==> config.mk <==
export PLATFORM = sky130hd
export DESIGN_NAME = leb128_fetch
export DESIGN_NICKNAME = d
export VERILOG_FILES = /design/src/rtl/leb128_pkg.sv /design/src/rtl/leb128_byte_step.sv /design/src/rtl/leb128_fetch.sv
export SDC_FILE = /design/constraint.sdc
export NUM_CORES = 1
export LEC_CHECK = 0
export ABC_AREA = 1
export CAP_MARGIN = 25
export CORE_AREA = 2 2 179 181
export CTS_BUF_LIST = sky130_fd_sc_hd__clkbuf_16
export CTS_CLUSTER_SIZE = 10
export DETAILED_ROUTE_END_ITERATION = 7
export DIE_AREA = 0 0 181 183
export PLACE_DENSITY = 0.82
export SLEW_MARGIN = 0
export SYNTH_ARGS = -nofsm -noshare
export SYNTH_HDL_FRONTEND = slang
export SYNTH_SLANG_ARGS = --single-unit
==> constraint.sdc <==
create_clock -name clk -period 6.6 [get_ports clk]
set_input_delay 0.66 -clock clk [delete_from_list [all_inputs] [get_ports clk]]
set_output_delay 0.66 -clock clk [all_outputs]
set_load 0.02 [all_outputs]
==> src/rtl/leb128_pkg.sv <==
// rtl/leb128_pkg.sv - shared state, error codes and length limits for the LEB128 fetch stage
package leb128_pkg;
  typedef enum logic [1:0] {IDLE, WAIT, DECODE, DONE} state_e;

  typedef enum logic [1:0] {
    LEB_OK       = 2'd0,
    LEB_MEM      = 2'd1,
    LEB_TOO_LONG = 2'd2,
    LEB_OVERFLOW = 2'd3
  } leb_err_e;

  localparam logic [3:0] LEB_MAXB32 = 4'd5;
  localparam logic [3:0] LEB_MAXB64 = 4'd10;
endpackage

==> src/rtl/leb128_byte_step.sv <==
// rtl/leb128_byte_step.sv - folds one LEB128 byte into the accumulator
// Range checks and sign fill only apply when this byte terminates the encoding.
module leb128_byte_step
  import leb128_pkg::*;
(
  input  logic [63:0] acc_i,
  input  logic [6:0]  shift_i,
  input  logic [7:0]  byte_i,
  input  logic        is_last_allowed_i,
  input  logic        signed_i,
  input  logic        is64_i,
  output logic [63:0] acc_o,
  output logic        done_o,
  output logic [1:0]  err_o
);
  logic [6:0]  shift_next;
  logic [6:0]  width;
  logic [63:0] fill;
  logic        range_ok;

  always_comb begin
    shift_next = shift_i + 7'd7;
    width      = is64_i ? 7'd64 : 7'd32;
    fill       = '0;
    if (signed_i && byte_i[6] && (shift_next < width)) begin
      fill = ~((64'd1 << shift_next) - 64'd1);
    end
    if (!is64_i) begin
      fill[63:32] = '0;
    end

    // Bits of the final allowed byte that land above the target width must be pure sign/zero.
    case ({signed_i, is64_i})
      2'b00:   range_ok = (byte_i[6:4] == 3'd0);
      2'b10:   range_ok = (byte_i[6:3] == 4'h0) || (byte_i[6:3] == 4'hF);
      2'b01:   range_ok = (byte_i[6:1] == 6'd0);
      default: range_ok = (byte_i[6:0] == 7'h00) || (byte_i[6:0] == 7'h7F);
    endcase

    acc_o = acc_i | ({57'd0, byte_i[6:0]} << shift_i);
    if (!byte_i[7]) begin
      acc_o = acc_o | fill;
    end

    done_o = !byte_i[7] || is_last_allowed_i;
    err_o  = LEB_OK;
    if (is_last_allowed_i) begin
      if (byte_i[7]) begin
        err_o = LEB_TOO_LONG;
      end else if (!range_ok) begin
        err_o = LEB_OVERFLOW;
      end
    end
  end
endmodule

==> src/rtl/leb128_fetch.sv <==
// rtl/leb128_fetch.sv - fetches a LEB128 immediate from genrom and decodes it
// LEB128_FAST_EN selects a single-cycle decode of the whole window instead of one byte per cycle.
module leb128_fetch
  import leb128_pkg::*;
#(
  parameter int MEM_DEPTH = 6,
  parameter int MEM_EXTRA = 4
) (
  input  logic                        clk,
  input  logic                        reset,
  input  logic                        req_valid,
  output logic                        req_ready,
  input  logic [MEM_DEPTH:0]          req_addr,
  input  logic                        req_signed,
  input  logic                        req_64,
  output logic [MEM_DEPTH:0]          mem_addr,
  output logic [MEM_EXTRA-1:0]        mem_extra,
  input  logic [(2**MEM_EXTRA)*8-1:0] mem_data,
  input  logic                        mem_error,
  output logic                        rsp_valid,
  input  logic                        rsp_ready,
  output logic [63:0]                 rsp_value,
  output logic [3:0]                  rsp_len,
  output logic [1:0]                  rsp_error
);
  localparam int WIN_BITS = (2**MEM_EXTRA) * 8;

  state_e               state_q, state_d;
  logic                 signed_q, signed_d;
  logic                 is64_q, is64_d;
  logic [MEM_DEPTH:0]   mem_addr_q, mem_addr_d;
  logic [MEM_EXTRA-1:0] mem_extra_q, mem_extra_d;
  logic [79:0]          win_q, win_d;
  logic [63:0]          value_q, value_d;
  logic [3:0]           len_q, len_d;
  leb_err_e             err_q, err_d;

  logic [3:0]  maxb_req, maxb;
  logic        dec_done;
  logic [63:0] dec_acc;
  leb_err_e    dec_err;
  logic [3:0]  dec_len;
  logic        unused_win;

  assign maxb_req   = req_64 ? LEB_MAXB64 : LEB_MAXB32;
  assign maxb       = is64_q ? LEB_MAXB64 : LEB_MAXB32;
  assign unused_win = ^mem_data[WIN_BITS-1:80];

`ifdef LEB128_FAST_EN
  logic [10:0][63:0] chain;
  logic [9:0]        step_done;
  logic [9:0][1:0]   step_err;

  assign chain[0] = '0;
  for (genvar i = 0; i < 10; i++) begin : g_step
    leb128_byte_step u_step (
      .acc_i             (chain[i]),
      .shift_i           (7'(7 * i)),
      .byte_i            (win_q[8*i +: 8]),
      .is_last_allowed_i (4'(i + 1) == maxb),
      .signed_i          (signed_q),
      .is64_i            (is64_q),
      .acc_o             (chain[i+1]),
      .done_o            (step_done[i]),
      .err_o             (step_err[i])
    );
  end

  // Lowest terminating byte wins; step MAXB-1 always reports done.
  always_comb begin
    dec_done = 1'b1;
    dec_acc  = chain[10];
    dec_err  = LEB_OK;
    dec_len  = 4'd10;
    for (int i = 9; i >= 0; i--) begin
      if (step_done[i]) begin
        dec_acc = chain[i+1];
        dec_err = leb_err_e'(step_err[i]);
        dec_len = 4'(i + 1);
      end
    end
  end
`else
  logic [63:0] acc_q, acc_d;
  logic [6:0]  shift_q, shift_d;
  logic [3:0]  cnt_q, cnt_d;
  logic [7:0]  cur_byte;
  logic [63:0] step_acc;
  logic [1:0]  step_err;

  assign cur_byte = win_q[8*cnt_q +: 8];

  leb128_byte_step u_step (
    .acc_i             (acc_q),
    .shift_i           (shift_q),
    .byte_i            (cur_byte),
    .is_last_allowed_i ((cnt_q + 4'd1) == maxb),
    .signed_i          (signed_q),
    .is64_i            (is64_q),
    .acc_o             (step_acc),
    .done_o            (dec_done),
    .err_o             (step_err)
  );

  assign dec_acc = step_acc;
  assign dec_err = leb_err_e'(step_err);
  assign dec_len = cnt_q + 4'd1;

  always_comb begin
    acc_d   = acc_q;
    shift_d = shift_q;
    cnt_d   = cnt_q;
    if (state_q == WAIT) begin
      acc_d   = '0;
      shift_d = '0;
      cnt_d   = '0;
    end else if (state_q == DECODE) begin
      acc_d   = step_acc;
      shift_d = shift_q + 7'd7;
      cnt_d   = cnt_q + 4'd1;
    end
  end

  always_ff @(posedge clk or posedge reset) begin
    if (reset) begin
      acc_q   <= '0;
      shift_q <= '0;
      cnt_q   <= '0;
    end else begin
      acc_q   <= acc_d;
      shift_q <= shift_d;
      cnt_q   <= cnt_d;
    end
  end
`endif

  always_ff @(posedge clk or posedge reset) begin
    if (reset) begin
      state_q <= IDLE;
    end else begin
      state_q <= state_d;
    end
  end

  always_comb begin
    state_d = state_q;
    case (state_q)
      IDLE:    if (req_valid) state_d = WAIT;
      WAIT:    state_d = mem_error ? DONE : DECODE;
      DECODE:  if (dec_done) state_d = DONE;
      default: if (rsp_ready) state_d = IDLE;
    endcase
  end

  always_comb begin
    signed_d    = signed_q;
    is64_d      = is64_q;
    mem_addr_d  = mem_addr_q;
    mem_extra_d = mem_extra_q;
    win_d       = win_q;
    value_d     = value_q;
    len_d       = len_q;
    err_d       = err_q;
    if ((state_q == IDLE) && req_valid) begin
      signed_d    = req_signed;
      is64_d      = req_64;
      mem_addr_d  = req_addr;
      mem_extra_d = MEM_EXTRA'(maxb_req - 4'd1);
    end else if (state_q == WAIT) begin
      win_d = mem_data[79:0];
      if (mem_error) begin
        err_d   = LEB_MEM;
        len_d   = '0;
        value_d = '0;
      end
    end else if ((state_q == DECODE) && dec_done) begin
      err_d = dec_err;
      len_d = dec_len;
      if (dec_err != LEB_OK) begin
        value_d = '0;
      end else begin
        value_d = is64_q ? dec_acc : {32'd0, dec_acc[31:0]};
      end
    end
  end

  always_ff @(posedge clk or posedge reset) begin
    if (reset) begin
      signed_q    <= 1'b0;
      is64_q      <= 1'b0;
      mem_addr_q  <= '0;
      mem_extra_q <= '0;
      win_q       <= '0;
      value_q     <= '0;
      len_q       <= '0;
      err_q       <= LEB_OK;
    end else begin
      signed_q    <= signed_d;
      is64_q      <= is64_d;
      mem_addr_q  <= mem_addr_d;
      mem_extra_q <= mem_extra_d;
      win_q       <= win_d;
      value_q     <= value_d;
      len_q       <= len_d;
      err_q       <= err_d;
    end
  end

  always_comb begin
    req_ready = (state_q == IDLE);
    rsp_valid = (state_q == DONE);
    mem_addr  = mem_addr_q;
    mem_extra = mem_extra_q;
    rsp_value = value_q;
    rsp_len   = len_q;
    rsp_error = err_q;
  end
endmodule

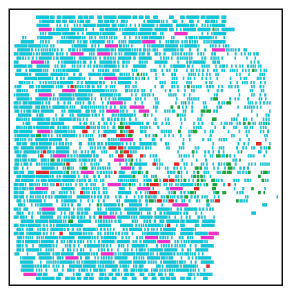
(sizing map)
Drawn at 1.5 px/um.
legend:
  green:
    size: drive 2
    cells: 92
    share: 3.9%
    most_used: nor2_2
  magenta:
    size: drive 6 and up
    cells: 35
    share: 1.5%
    most_used: clkbuf_16
  red:
    size: drive 3 to 4
    cells: 36
    share: 1.5%
    most_used: buf_4
  cyan:
    size: drive 1 or less
    cells: 2225
    share: 93%
    most_used: nand2_1
Synth-to-Final Area Change: 16.8%
Final Cell Area: 17900 um^2
Final WS setup: 1.95 ns
Buffers, non-clock: 190

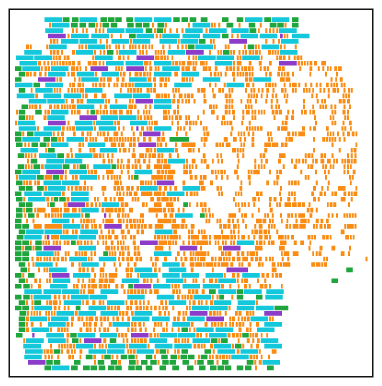
(cell classes on the final placement)
Drawn at 2 px/um.
legend:
  purple:
    class: clock drivers and dummy loads
    cells: 35
  orange:
    class: all other logic
    cells: 1926
  cyan:
    class: flops
    cells: 237
  green:
    class: other buffers and delay cells
    cells: 190
core area: 31200 um^2
fin util: 57.4%
row cnt: 65
sequential portion of the cell area: 33.1%

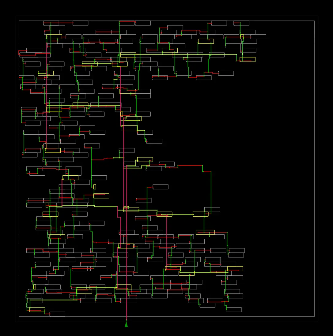
(the clock network)
Setup Skew: 0.0116 ns
clk latency late pin: 0.54 ns

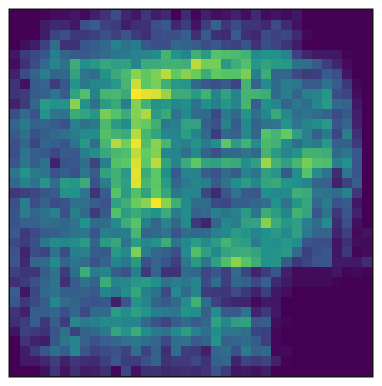
(signal metal coverage by tile)
Drawn at 2 px/um. 36 x 37 tiles, from dark purple (low) to yellow (high), scaled to the fullest tile. Values are wire area over tile area, all layers added.
tiles over half the peak: 22%
densest ninth of the die: centre
mean over tiles: 0.28
emptiest ninth of the die: lower right
via count: 15893
Tot GR Track Use: 32.7%
Routed WL: 54400 um
WL/cell: 19.5 um

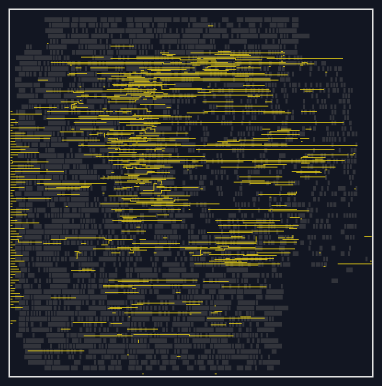
(signal wires on met3)
Drawn at 2 px/um.
longest straight run: 139 um
share of all routed wire: 11%
met3 Use GR: 7.11%

==> run_results.csv <==
group,metric,value,unit
run_status,outcome,"completed",
routing,drc,0,
clock_network,post_cts_buffers,0,
clock_network,cts-root-buf,"clkbuf_16",
worst_setup_path,r2r_start,"shift_q[1]",
worst_setup_path,crit_arrival,5.09,ns
final_timing,fin_crit,4.65,ns
global_routing,met1_usage,44.6,%
synthesis,ys_sh_adder,1.06,%
final_timing,hold_viol,0,
placed_design,dp_slack,2.22,ns
synthesis,edf_count,0,
synthesis,top_cell,"nand2_1",
global_routing,grt_max_degree,133,
die,die-width,181,um
finish,combGateArea,7930,um^2
final_timing,fin_setup_tns,0,ns
routing,drtIter0Drc,1773,
global_routing,grt_overflow_total,0,
hold_path,min_from,"mem_addr[1]",
final_timing,setup_violations,0,
synthesis,syn-cell-area,15300,um^2
synthesis,yosys.cell_types.count,53,
routing,dr.pass1.iters,6,
placed_design,post-dp-hpwl,40100,um
worst_setup_path,worst-path-buf-inv,2,
synthesis,simple_gate_area_share,39.1,%
flow_run,cap_violations,0,
worst_setup_path,crit_type,"reg2reg",
final_timing,worst_pin_slew,1.02,ns
routing,met3_length,5860,um
hold_path,whs_path_depth,2,
routing,routed.top_layer,"met4",
synthesis,post-synth-top-area-fraction,38.7,%
die,dieHeight,183,um
worst_setup_path,timing.rr.end,"rsp_value[40]",
synthesis,area_leaders,"dfrtp_1 (39%), nand2_1 (19%), nand3_1 (7.9%)",
hold_path,hp-class,"reg2reg",
synthesis,top_logic_kind,"simple AND/OR/NAND/NOR gates",
worst_setup_path,cp_num_cells,18,
finish,drive_gt1_share,6.83,%
## stage by stage
step,instance area [um^2],std cells,utilization [%]
final,17900,2790,57.4
after global routing,17900,2790,57.4
after CTS,17900,2789,57.3
after detailed placement,17100,2754,54.8
after global placement,17100,2754,54.8
after floorplan,15300,2276,-
## registers in the layout, summed over array words and instances (netlist names)
register   count
state_q        2
rsp_error      2
rsp_len        4
rsp_value     64
signed_q       1
shift_q        7
acc_q         64
mem_addr       7
mem_extra      2
win_q         80
cnt_q          4
